===== src/rtl/fast_serial_rx.sv =====
`default_nettype none
// ============================================================================
// Module   : fast_serial_rx
// Purpose  : 8N1 asynchronous deserializer feeding a show-ahead byte FIFO with
//            sticky frame/overrun/parity error flags.
// Options  : define FAST_SERIAL_RX_PARITY_EN for an even-parity bit (8E1).
// Revision : 1.0 - initial release
// ============================================================================
module fast_serial_rx #(
    parameter int CLKS_PER_BIT = 16,
    parameter int FIFO_DEPTH   = 16
) (
    input  logic                          CLK0,
    input  logic                          reset_crg,
    input  logic                          rx_in,
    output logic [7:0]                    m_data,
    output logic                          m_valid,
    input  logic                          m_ready,
    output logic [$clog2(FIFO_DEPTH):0]   level,
    output logic                          frame_err,
    output logic                          overrun,
    output logic                          parity_err,
    input  logic                          err_clr
);
    localparam int AW = $clog2(FIFO_DEPTH);
    localparam int CW = $clog2(CLKS_PER_BIT);
    localparam logic [CW-1:0] c_half_m1 = CW'(CLKS_PER_BIT / 2 - 1);
    localparam logic [CW-1:0] c_full_m1 = CW'(CLKS_PER_BIT - 1);
    localparam logic [AW:0]   c_depth   = (AW + 1)'(FIFO_DEPTH);

    typedef enum logic [2:0] {
        S_IDLE   = 3'd0,
        S_START  = 3'd1,
        S_DATA   = 3'd2,
        S_PARITY = 3'd3,
        S_STOP   = 3'd4,
        S_BREAK  = 3'd5
    } state_t;

    logic          r_rx_meta, r_rx_s, r_rx_prev;
    logic          w_fall;
    state_t        r_state, w_state_nxt;
    logic [CW-1:0] r_cnt, w_cnt_nxt;
    logic [2:0]    r_bit, w_bit_nxt;
    logic [7:0]    r_shift, w_shift_nxt;
    logic          w_tick, w_push, w_set_frame, w_set_par;
    logic [7:0]    r_mem [FIFO_DEPTH];
    logic [AW-1:0] r_wr_ptr, r_rd_ptr;
    logic [AW:0]   r_count;
    logic          w_pop, w_full, w_wr, w_ovf;
`ifdef FAST_SERIAL_RX_PARITY_EN
    logic          r_par_bad, w_par_bad_nxt;
`endif

    // Two-flop synchronizer plus one history flop for falling-edge detection
    always_ff @(posedge CLK0) begin
        if (reset_crg) begin
            r_rx_meta <= 1'b1;
            r_rx_s    <= 1'b1;
            r_rx_prev <= 1'b1;
        end else begin
            r_rx_meta <= rx_in;
            r_rx_s    <= r_rx_meta;
            r_rx_prev <= r_rx_s;
        end
    end

    assign w_fall = r_rx_prev & ~r_rx_s;
    assign w_tick = (r_cnt == '0);

    always_ff @(posedge CLK0) begin
        if (reset_crg) begin
            r_state <= S_IDLE;
            r_cnt   <= '0;
            r_bit   <= '0;
            r_shift <= '0;
`ifdef FAST_SERIAL_RX_PARITY_EN
            r_par_bad <= 1'b0;
`endif
        end else begin
            r_state <= w_state_nxt;
            r_cnt   <= w_cnt_nxt;
            r_bit   <= w_bit_nxt;
            r_shift <= w_shift_nxt;
`ifdef FAST_SERIAL_RX_PARITY_EN
            r_par_bad <= w_par_bad_nxt;
`endif
        end
    end

    // Counter is loaded with half a bit on the start edge so every later
    // sample lands mid-bit after whole-bit reloads.
    always_comb begin
        w_state_nxt = r_state;
        w_cnt_nxt   = r_cnt;
        w_bit_nxt   = r_bit;
        w_shift_nxt = r_shift;
        w_push      = 1'b0;
        w_set_frame = 1'b0;
        w_set_par   = 1'b0;
`ifdef FAST_SERIAL_RX_PARITY_EN
        w_par_bad_nxt = r_par_bad;
`endif
        case (r_state)
            S_IDLE: begin
                if (w_fall) begin
                    w_state_nxt = S_START;
                    w_cnt_nxt   = c_half_m1;
                    w_bit_nxt   = '0;
`ifdef FAST_SERIAL_RX_PARITY_EN
                    w_par_bad_nxt = 1'b0;
`endif
                end
            end
            S_START: begin
                if (w_tick) begin
                    w_cnt_nxt   = c_full_m1;
                    w_state_nxt = r_rx_s ? S_IDLE : S_DATA;
                end else begin
                    w_cnt_nxt = r_cnt - 1'b1;
                end
            end
            S_DATA: begin
                if (w_tick) begin
                    w_cnt_nxt   = c_full_m1;
                    w_shift_nxt = {r_rx_s, r_shift[7:1]};
                    w_bit_nxt   = r_bit + 1'b1;
                    if (r_bit == 3'd7) begin
`ifdef FAST_SERIAL_RX_PARITY_EN
                        w_state_nxt = S_PARITY;
`else
                        w_state_nxt = S_STOP;
`endif
                    end
                end else begin
                    w_cnt_nxt = r_cnt - 1'b1;
                end
            end
`ifdef FAST_SERIAL_RX_PARITY_EN
            S_PARITY: begin
                if (w_tick) begin
                    w_cnt_nxt   = c_full_m1;
                    w_state_nxt = S_STOP;
                    if (r_rx_s != ^r_shift) begin
                        w_set_par     = 1'b1;
                        w_par_bad_nxt = 1'b1;
                    end
                end else begin
                    w_cnt_nxt = r_cnt - 1'b1;
                end
            end
`endif
            S_STOP: begin
                if (w_tick) begin
                    if (r_rx_s) begin
`ifdef FAST_SERIAL_RX_PARITY_EN
                        w_push = ~r_par_bad;
`else
                        w_push = 1'b1;
`endif
                        w_state_nxt = S_IDLE;
                    end else begin
                        w_set_frame = 1'b1;
                        w_state_nxt = S_BREAK;
                    end
                end else begin
                    w_cnt_nxt = r_cnt - 1'b1;
                end
            end
            S_BREAK: begin
                if (r_rx_s) begin
                    w_state_nxt = S_IDLE;
                end
            end
            default: w_state_nxt = S_IDLE;
        endcase
    end

    // A pop at full frees the slot the simultaneous push needs
    assign w_full = (r_count == c_depth);
    assign w_pop  = m_valid & m_ready;
    assign w_wr   = w_push & (~w_full | w_pop);
    assign w_ovf  = w_push & w_full & ~w_pop;

    always_ff @(posedge CLK0) begin
        if (w_wr) begin
            r_mem[r_wr_ptr] <= r_shift;
        end
    end

    always_ff @(posedge CLK0) begin
        if (reset_crg) begin
            r_wr_ptr  <= '0;
            r_rd_ptr  <= '0;
            r_count   <= '0;
            frame_err <= 1'b0;
            overrun   <= 1'b0;
        end else begin
            if (w_wr) begin
                r_wr_ptr <= r_wr_ptr + 1'b1;
            end
            if (w_pop) begin
                r_rd_ptr <= r_rd_ptr + 1'b1;
            end
            case ({w_wr, w_pop})
                2'b10:   r_count <= r_count + 1'b1;
                2'b01:   r_count <= r_count - 1'b1;
                default: r_count <= r_count;
            endcase
            frame_err <= w_set_frame | (frame_err & ~err_clr);
            overrun   <= w_ovf | (overrun & ~err_clr);
        end
    end

`ifdef FAST_SERIAL_RX_PARITY_EN
    always_ff @(posedge CLK0) begin
        if (reset_crg) begin
            parity_err <= 1'b0;
        end else begin
            parity_err <= w_set_par | (parity_err & ~err_clr);
        end
    end
`else
    assign parity_err = 1'b0;
`endif

    assign m_valid = (r_count != '0);
    assign m_data  = r_mem[r_rd_ptr];
    assign level   = r_count;

endmodule
`default_nettype wire


===== config.mk =====
export PLATFORM = sky130hd
export DESIGN_NAME = fast_serial_rx
export DESIGN_NICKNAME = d
export VERILOG_FILES = /design/src/rtl/fast_serial_rx.sv
export SDC_FILE = /design/constraint.sdc
export NUM_CORES = 1
export LEC_CHECK = 0
export CAP_MARGIN = 10
export CORE_ASPECT_RATIO = 0.7
export CORE_MARGIN = 1.5
export CORE_UTILIZATION = 60
export DETAILED_ROUTE_END_ITERATION = 16
export MAX_ROUTING_LAYER = met4
export PLACE_DENSITY = 0.83
export SLEW_MARGIN = 15
export SYNTH_ARGS = -nofsm -noshare
export SYNTH_HDL_FRONTEND = slang
export SYNTH_SLANG_ARGS = --single-unit

===== constraint.sdc =====
create_clock -name CLK0 -period 2.9 [get_ports CLK0]
set_input_delay 0.29 -clock CLK0 [delete_from_list [all_inputs] [get_ports CLK0]]
set_output_delay 0.29 -clock CLK0 [all_outputs]
set_load 0.005 [all_outputs]

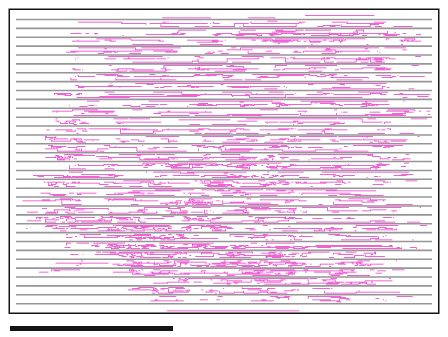
layer_met1.png
The bar under the picture is 50 um long. Supply wires on this layer in gray.
The longest straight run is 76.8 um. 455 nets have wire on it.
final WL: 14700 um
vias: 3924
M1 GR Usage: 0.372

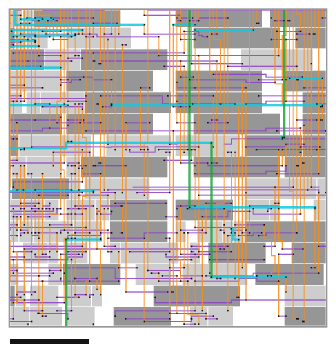
detail.png
The bar under the picture is 10 um long. Region (78, 3) to (118, 43) um. Cells in gray, sequential cells in the stronger gray; small squares are vias.
Key: green = metal 4; orange = metal 2; purple = metal 1; cyan = metal 3
Most frequent: edfxtp_1 (15), dfxtp_1 (10), nor2_1 (8). 78 logic cells have their middle in the window. Netlist names of flops here include r_mem (15), r_rd_ptr (4), level (2). Sequential cells in the window: 26.

==> impl_metrics.yaml <==
# physical design summary
status:
  status: "complete, no violations"
detailed_routing:
  drc: 0
  dr.pass1.iters: 5
  first_iter_violations: 466
  ant_nets: 0
  met3_length_um: 1180
  avgViaCountPerCell: 6.22
  met2_length_um: 6940
  top_layer: "met4"
clock_network:
  clk_pin_slew_worst_paths_ns: 0.07
  clk_latency_ns: 0.42
  ctsHtreeMaxLevel: 4
  cts-root-buf: "clkbuf_16"
  tritoncts: "done"
  cts_buffer_depth: 2
setup_path:
  cp-end-kind: "primary output"
  cp_slowest_cell: "mux4_2"
  timing.rr.end: "r_mem[15][5]"
  r2r_start: "r_cnt[0]"
  r2r_slack_ns: 0.11
  startpoint_type: "register"
  worstRegToRegCells: 7
  cpPeakStageDelay_ns: 0.58
  crit_path_cell_trace: "buf_12, mux4_2, mux4_2, clkdlybuf4s50_1"
  path_max_fanout: 8
  required_ns: 2.61
cells_and_area:
  n_fill_cell: 644
  finalNonFillerCells: 631
  fin_nets: 479
  drive_gt1_frac: 0.224
synthesis:
  ys_chip_area_sq_um: 6890
  synthesis.area_sq_um: 6890
  common_cells: "128 x edfxtp_1, 40 x dfxtp_1, 40 x mux4_2"
  ys_ff: 168
  ys_cells: 429
  edf_count: 128
  avgSynthCellArea_sq_um: 16.1
  synth_warnings: 0
  synthTopCellsByArea: "edfxtp_1 56%, mux4_2 13%, dfxtp_1 12%"
  synthesis.nets: 444
  post_synth_num_cell_types: 58
  ys_seq_frac: 0.674
  ys.flop_type: "edfxtp_1"
timing:
  hold_viol: 0
  period_minus_slack_ns: 2.85
  setup_violations: 0
  tightest_slew_ns: 1.00
  whs_ns: 0.410
  slew_headroom: 0.331
  fin_ws_ns: 0.0491
  final_max_slew_viol_count: 0
  period_used_share: 0.983
  finClkSkew_ns: 0.00833
  rsz0062_at_grt: "no"
worst_hold_path:
  hold_end: "r_rx_s"
  hp-start: "r_rx_meta"
  min_path_type: "register to register"
  hold_path_depth: 1
pwr:
  power.total_uw: 5850
  p_leak_uw: 0.00268
  powerDensity_nw_per_um2: 735
global_routing:
  grt_max_degree: 33
  track_usage: 0.271
  grt_overflow: 0
  antenna_found_initial: 1
place:
  post-place-ws_ns: 0.163
  portBuffers: 20
  dpl.hpwl_um: 8760
  place_inst: 592
die:
  initial_core_util: 0.621
  die_width_um: 131
  io_pins: 22
  rows: 32
  coreArea_sq_um: 11100
flow_run:
  tool_warnings: 31
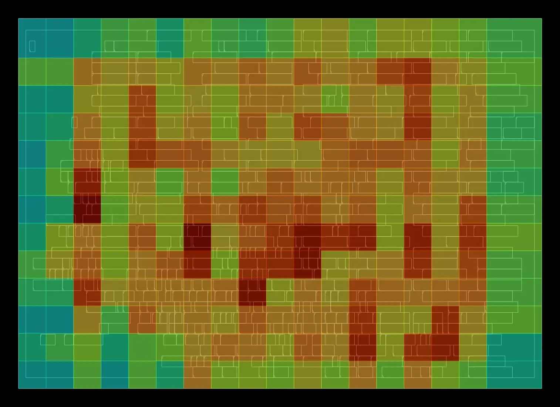
congestion.png
M3 GR Usage: 0.0890
drt wl/cell: 23.3 um
Final Util: 0.718

[layout make-up]
type,instances,area (sq um),share of cell area
repair buffers,41,459,0.0577
clock inverters,10,67.6,0.00849
well taps,153,191,0.0241
inverters,12,45.0,0.00566
clock buffers,22,475,0.0597
diodes,1,2.50,0.000314
flip-flops and latches,168,4650,0.584
multi-input cells,224,2070,0.260
[registers in the layout (all words and copies together) (netlist names), named ones only]
name and count:
level 5, r_shift 8, r_state 3, overrun 1
r_wr_ptr 4, frame_err 1, r_mem 128, r_rd_ptr 4
r_cnt 4, r_rx_s 1, r_rx_prev 1, r_rx_meta 1
r_bit 3
[stage by stage]
step | cell area, sq um | setup TNS [ns]
finish | 7960 | 0
global route | 7960 | 0
CTS | 7890 | -0.169
detailed placement | 7280 | 0
global placement | 7280 | 0
floorplan | 6890 | 0
[per-layer routing]
metal  up-vias  track usage
li1       1732            -
met1      1978        0.372
met2       183        0.399
met3        31       0.0890
met4         0       0.0632
met5         -            -
[timing repair]
item	in CTS	in global routing
setup endpoints to repair	2	34
hold buffers	0	0
buffers inserted	0	3
resized	2	11
hold endpoints to repair	0	0
gates cloned	2	1
[worst max-delay path, delay by kind of cell, from the launching register on]
kind                   cells  cell delay (ns)
muxes                      2             1.11
buffers and inverters      2             0.63
DFF                        1             0.39
[placed cells by master (no fill, tap or decap), types with 3 or more instances in the layout]
master	count
or2_2	3
and2_2	4
o21ai_0	7
nand2_1	31
xor2_1	7
nor4_1	7
xnor2_1	4
nor2_1	28
a21oi_1	22
clkbuf_1	3
nand4_1	5
clkbuf_16	19
edfxtp_1	128
nand3_1	3
inv_1	12
ha_1	10
dlymetal6s2s_1	6
dfxtp_1	39
buf_4	16
clkinv_2	4
mux4_2	40
clkdlybuf4s50_1	13
nor4b_1	3
and2_1	4
nor3_1	7
[where the power goes]
group / switching [uW] / internal (uW)
Clock: 925 / 1170
Sequential: 82.5 / 2600
Combinational: 458 / 611
[worst max-delay path by stage]
stage / start / end / cells past startpoint
floorplan: r_cnt[0] / r_mem[1][0] / 6
global placement: r_cnt[0] / r_mem[4][1] / 8
detailed placement: r_cnt[0] / r_mem[4][1] / 8
CTS: register / m_data[2] / 4
global route: register / m_data[0] / 4
finish: register / m_data[0] / 4
[logic make-up after synthesis]
family,share of synthesized area
AND/OR/NAND/NOR,0.0837
AND-OR/OR-AND,0.0441
flip-flops,0.674
adder cells (fa/ha/maj),0.0182
multiplexers,0.139
buffers and inverters,0.0265
XOR/XNOR,0.0140
other,0.000544
Power and IR drop assume default switching activity.
